Fig. 1: sequential cells grouped by signal name
Other sequential cells in the stronger grey, the rest of the logic in the fainter grey.
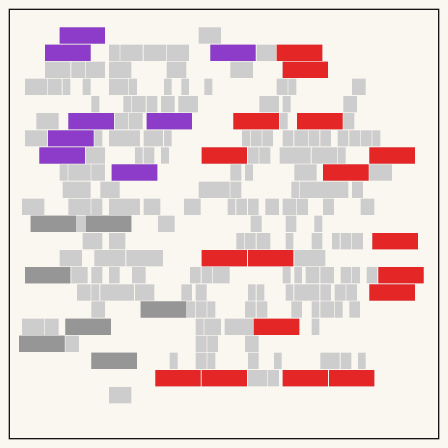
Fig. 2: clock routing
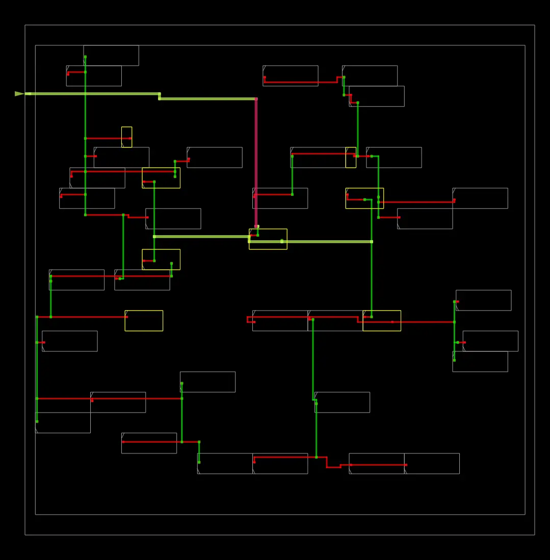
Fig. 3: gate-type map
The bar under the picture is 20 um long.
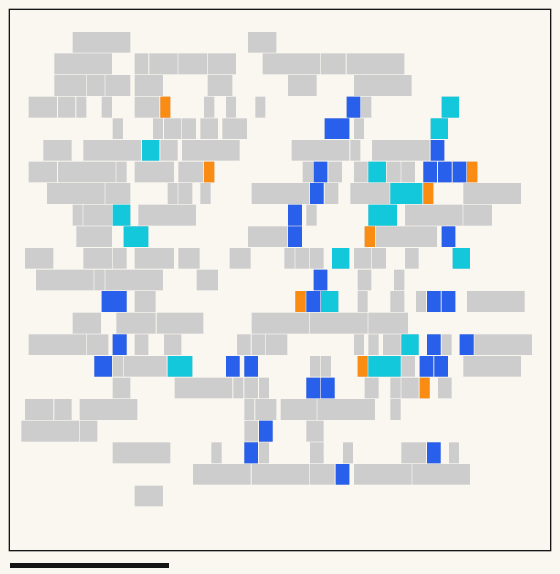
Fig. 4: signal wires by layer
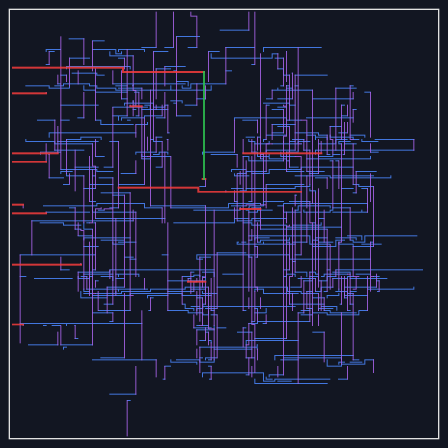
Fig. 5: ports around the boundary
Pins as bars across the die edge, other pins in grey.
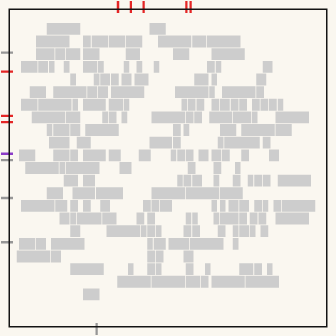
## config.mk

```make
export PLATFORM = sky130hd
export DESIGN_NAME = btn_debounce_flat
export DESIGN_NICKNAME = d
export VERILOG_FILES = /design/src/rtl/btn_debounce_if.sv /design/src/rtl/btn_debounce.sv /design/src/flat_wrapper.sv
export SDC_FILE = /design/constraint.sdc
export NUM_CORES = 1
export LEC_CHECK = 0
export ABC_CLOCK_PERIOD_IN_PS = 3380
export CORE_MARGIN = 1
export CORE_UTILIZATION = 35
export CTS_CLUSTER_DIAMETER = 60
export DETAILED_ROUTE_END_ITERATION = 8
export PLACE_DENSITY = 0.51
export SYNTH_ARGS = -nofsm -noshare
export SYNTH_HDL_FRONTEND = slang
export SYNTH_SLANG_ARGS = --single-unit
```

## constraint.sdc

```tcl
create_clock -name clk -period 3.38 [get_ports clk]
set_input_delay 0.676 -clock clk [delete_from_list [all_inputs] [get_ports clk]]
set_output_delay 0.676 -clock clk [all_outputs]
set_load 0.01 [all_outputs]
```

## src/rtl/btn_debounce_if.sv

```systemverilog
// Button debouncer signal bundle: raw level in, debounced level, edge strobes
// and press counter out. Clock and reset stay plain ports on the debouncer.
interface btn_debounce_if;
  logic       btn_in;
  logic       btn_level;
  logic       btn_rise;
  logic       btn_fall;
  logic [7:0] press_cnt;

  // Debouncer side: consumes the raw level, produces the filtered view.
  modport slave (
    input  btn_in,
    output btn_level, btn_rise, btn_fall, press_cnt
  );

  // Environment side: drives the raw level, observes the filtered view.
  modport master (
    output btn_in,
    input  btn_level, btn_rise, btn_fall, press_cnt
  );
endinterface

```

## src/rtl/btn_debounce.sv

```systemverilog
// Button/switch debouncer. The raw input is synchronized through two flops,
// then a four-state FSM demands STABLE_CYCLES consecutive agreeing samples
// before accepting a level change. Any contrary sample while qualifying
// restarts the count. Accepted changes produce a one-cycle rise or fall
// strobe aligned with the level change; rises are counted modulo 256.
module btn_debounce #(
  parameter int STABLE_CYCLES = 100000,
  parameter int CNT_W         = 17
) (
  input  logic          clk,
  input  logic          reset,
  btn_debounce_if.slave bus
);

  typedef enum logic [1:0] {
    STABLE_LO = 2'd0,
    WAIT_HI   = 2'd1,
    STABLE_HI = 2'd2,
    WAIT_LO   = 2'd3
  } state_t;

  // Terminal count: the last qualifying sample lands when cntr holds this.
  localparam logic [CNT_W-1:0] LAST = CNT_W'(STABLE_CYCLES - 1);

  logic             s1_q, s1_d;
  logic             s2_q, s2_d;
  state_t           state_q, state_d;
  logic [CNT_W-1:0] cntr_q, cntr_d;
  logic             level_q, level_d;
  logic             rise_q, rise_d;
  logic             fall_q, fall_d;
  logic [7:0]       press_q, press_d;

  // Next-state logic: synchronizer shift plus the qualification FSM.
  always_comb begin
    s1_d    = bus.btn_in;
    s2_d    = s1_q;
    state_d = state_q;
    cntr_d  = cntr_q;
    level_d = level_q;
    rise_d  = 1'b0;
    fall_d  = 1'b0;
    press_d = press_q;
    case (state_q)
      STABLE_LO: begin
        if (s2_q) begin
          state_d = WAIT_HI;
          cntr_d  = '0;
        end
      end
      WAIT_HI: begin
        if (!s2_q) begin
          // Glitch: drop back silently, qualification restarts next time.
          state_d = STABLE_LO;
          cntr_d  = '0;
        end else if (cntr_q == LAST) begin
          state_d = STABLE_HI;
          cntr_d  = '0;
          level_d = 1'b1;
          rise_d  = 1'b1;
          press_d = press_q + 8'd1;
        end else begin
          cntr_d = cntr_q + 1'b1;
        end
      end
      STABLE_HI: begin
        if (!s2_q) begin
          state_d = WAIT_LO;
          cntr_d  = '0;
        end
      end
      WAIT_LO: begin
        if (s2_q) begin
          state_d = STABLE_HI;
          cntr_d  = '0;
        end else if (cntr_q == LAST) begin
          state_d = STABLE_LO;
          cntr_d  = '0;
          level_d = 1'b0;
          fall_d  = 1'b1;
        end else begin
          cntr_d = cntr_q + 1'b1;
        end
      end
      default: begin
        state_d = STABLE_LO;
        cntr_d  = '0;
      end
    endcase
  end

  // State register; reset wins over everything, including a same-cycle accept.
  always_ff @(posedge clk) begin
    if (reset) begin
      s1_q    <= 1'b0;
      s2_q    <= 1'b0;
      state_q <= STABLE_LO;
      cntr_q  <= '0;
      level_q <= 1'b0;
      rise_q  <= 1'b0;
      fall_q  <= 1'b0;
      press_q <= 8'd0;
    end else begin
      s1_q    <= s1_d;
      s2_q    <= s2_d;
      state_q <= state_d;
      cntr_q  <= cntr_d;
      level_q <= level_d;
      rise_q  <= rise_d;
      fall_q  <= fall_d;
      press_q <= press_d;
    end
  end

  assign bus.btn_level = level_q;
  assign bus.btn_rise  = rise_q;
  assign bus.btn_fall  = fall_q;
  assign bus.press_cnt = press_q;

endmodule
```

## src/flat_wrapper.sv

```systemverilog
// flat-port wrapper written by rule: the top's interface ports become plain ports
module btn_debounce_flat 
#(
  parameter int STABLE_CYCLES = 100000,
  parameter int CNT_W         = 17
)
  (clk, reset, bus_btn_in, bus_btn_level, bus_btn_rise, bus_btn_fall, bus_press_cnt);
  btn_debounce_if bus_i ();
  input  logic clk;
  input  logic reset;
  input wire logic [$bits(bus_i.btn_in)-1:0] bus_btn_in;
  output wire logic [$bits(bus_i.btn_level)-1:0] bus_btn_level;
  output wire logic [$bits(bus_i.btn_rise)-1:0] bus_btn_rise;
  output wire logic [$bits(bus_i.btn_fall)-1:0] bus_btn_fall;
  output wire logic [$bits(bus_i.press_cnt)-1:0] bus_press_cnt;
  assign bus_i.btn_in = bus_btn_in;
  assign bus_btn_level = bus_i.btn_level;
  assign bus_btn_rise = bus_i.btn_rise;
  assign bus_btn_fall = bus_i.btn_fall;
  assign bus_press_cnt = bus_i.press_cnt;
  btn_debounce #(.STABLE_CYCLES(STABLE_CYCLES), .CNT_W(CNT_W)) u_core (.clk(clk), .reset(reset), .bus(bus_i));
endmodule
```

==> run notes <==
The run finished with clean final reports. In the final layout, flip-flops and latches occupy 640.6 um2. The net count of the finished layout is 205. The maximum buffer depth of the clock tree was 2; the final period demand of the worst path was 2.460 ns. Clock cells make up 5.010% of the layout cell area. The longest individual stage delay on the worst path is 0.55 ns, and the synthesized area per cell is 8.328 um2. After synthesis, the design contains 183 cells according to Yosys. The registers of the reported paths see a clock transition of 0.06 ns. The tools report the remaining global-route overflow as 0.

The run gives 1 for the total buffers and inverters traversed by the critical path. The switching power share of the total works out to 21.07%. The worst hold path belongs to the class flip-flop to flip-flop. After floorplanning, the core was divided into 23 placement rows. On met3, the global router reports a usage of 4.333%. The run gives 38 as the number of distinct library cells after synthesis. The share of the core filled with cells came out at 44.00%.

The count of boundary I/O pins is 14, and the vias per cell is 5.104. Share of the clock period used by the worst path after layout: 72.79%. The share of flip-flops with an asynchronous set or reset after synthesis was 0%. The arithmetic-cell share of the synthesized area counting full adders, half adders and majority gates is 1.642%, and the number of enable flip-flop cells is 0. The run gives 32 as the total number of clock tree sinks.

Yosys shows that the main logic family after synthesis is simple AND/OR/NAND/NOR gates. After layout the signal buffers, clock cells excluded, come to 8.490% of cell area. Global routing consumed, on the met1 layer, 19.78% of the routing resources.

For the total number of multi-input combinational cells, the log shows 137. Top flip-flop cell by instance count after synthesis: sky130_fd_sc_hd__dfxtp_1. The worst setup path is of the flip-flop to flip-flop kind. The timing report attributes the biggest portion of critical-path delay to simple AND/OR/NAND/NOR gates.

The proportion of power drawn by combinational gates was 3.4%. For this run, the final setup violation count is recorded as 0.
About Fig. 1:
colour	signal	sequential cells
purple	u_core.bus.press_cnt	8
red	u_core.cntr_q	17
not coloured	7

About Fig. 2:
clock buffer count: 8
source-to-sink clock delay at the later pin of the worst-skew pair: 0.27 ns
clock buffer count from CTS: 5
final worst clock skew: 0.002737 ns

About Fig. 3:
colour	family	cells
orange	inv cells	8
blue	aoi and oai cells	30
cyan	and/or cells	14

About Fig. 4:
colour	layer	wire length
purple	metal 2	1,430 um
blue	metal 1	1,540 um
red	metal 3	118 um
green	metal 4	17.0 um

About Fig. 5:
colour	port	pins	direction	edge
purple	reset	1	input	left
red	bus_press_cnt	8	output	5 top, 3 left

==> cell usage in the layout, fill, tap and decap left out, drive strengths merged, types with 6 or more instances in the layout <==
cell type,instances
xor2,8
nor3,9
o21ai,18
a21oi,9
nor2,18
clkbuf,8
nand4,6
nand2,17
clkdlybuf4s50,13
inv,8
nand3,16
dfxtp,32
==> Yosys cell counts, types with 3 or more instances <==
cell type,number
sky130_fd_sc_hd__a21oi_1,9
sky130_fd_sc_hd__nor2b_1,5
sky130_fd_sc_hd__xor2_1,7
sky130_fd_sc_hd__nand3_1,16
sky130_fd_sc_hd__or3_1,4
sky130_fd_sc_hd__nand2_1,16
sky130_fd_sc_hd__inv_1,8
sky130_fd_sc_hd__dfxtp_1,32
sky130_fd_sc_hd__nand4_1,6
sky130_fd_sc_hd__clkbuf_1,3
sky130_fd_sc_hd__nor2_1,18
sky130_fd_sc_hd__o21ai_0,18
sky130_fd_sc_hd__nor3_1,8
==> worst paths after layout <==
| kind | cells past startpoint | slack (ns) | endpoint |
|---|---|---|---|
| worst max-delay path | 7 | 0.92 | u_core.bus.press_cnt[1]$_SDFFE_PP0P_ |
| worst min-delay path | 1 | 0.44 | u_core.s2_q$_SDFF_PP0_ |
| worst max register to register | 7 | 0.92 | u_core.bus.press_cnt[1]$_SDFFE_PP0P_ |
| worst min register to register | 1 | 0.44 | u_core.s2_q$_SDFF_PP0_ |
==> metrics by stage <==
step           hold WS, ns  instance area [um2]  cells  worst slack (ns)  power (W)
2_1_floorplan       0.4138                 1524    183             1.115  0.0004053
3_3_place_gp        0.4217                 1708    243            0.9151  0.0004152
3_5_place_dp        0.4242                 1708    243            0.9030  0.0004153
4_1_cts             0.4410                 1798    251            0.9078  0.0007162
5_1_grt             0.4572                 1798    251            0.7526  0.0007356
6_report            0.4363                 1798    251            0.9196  0.0007051
Power is estimated from default activity; no workload was simulated.
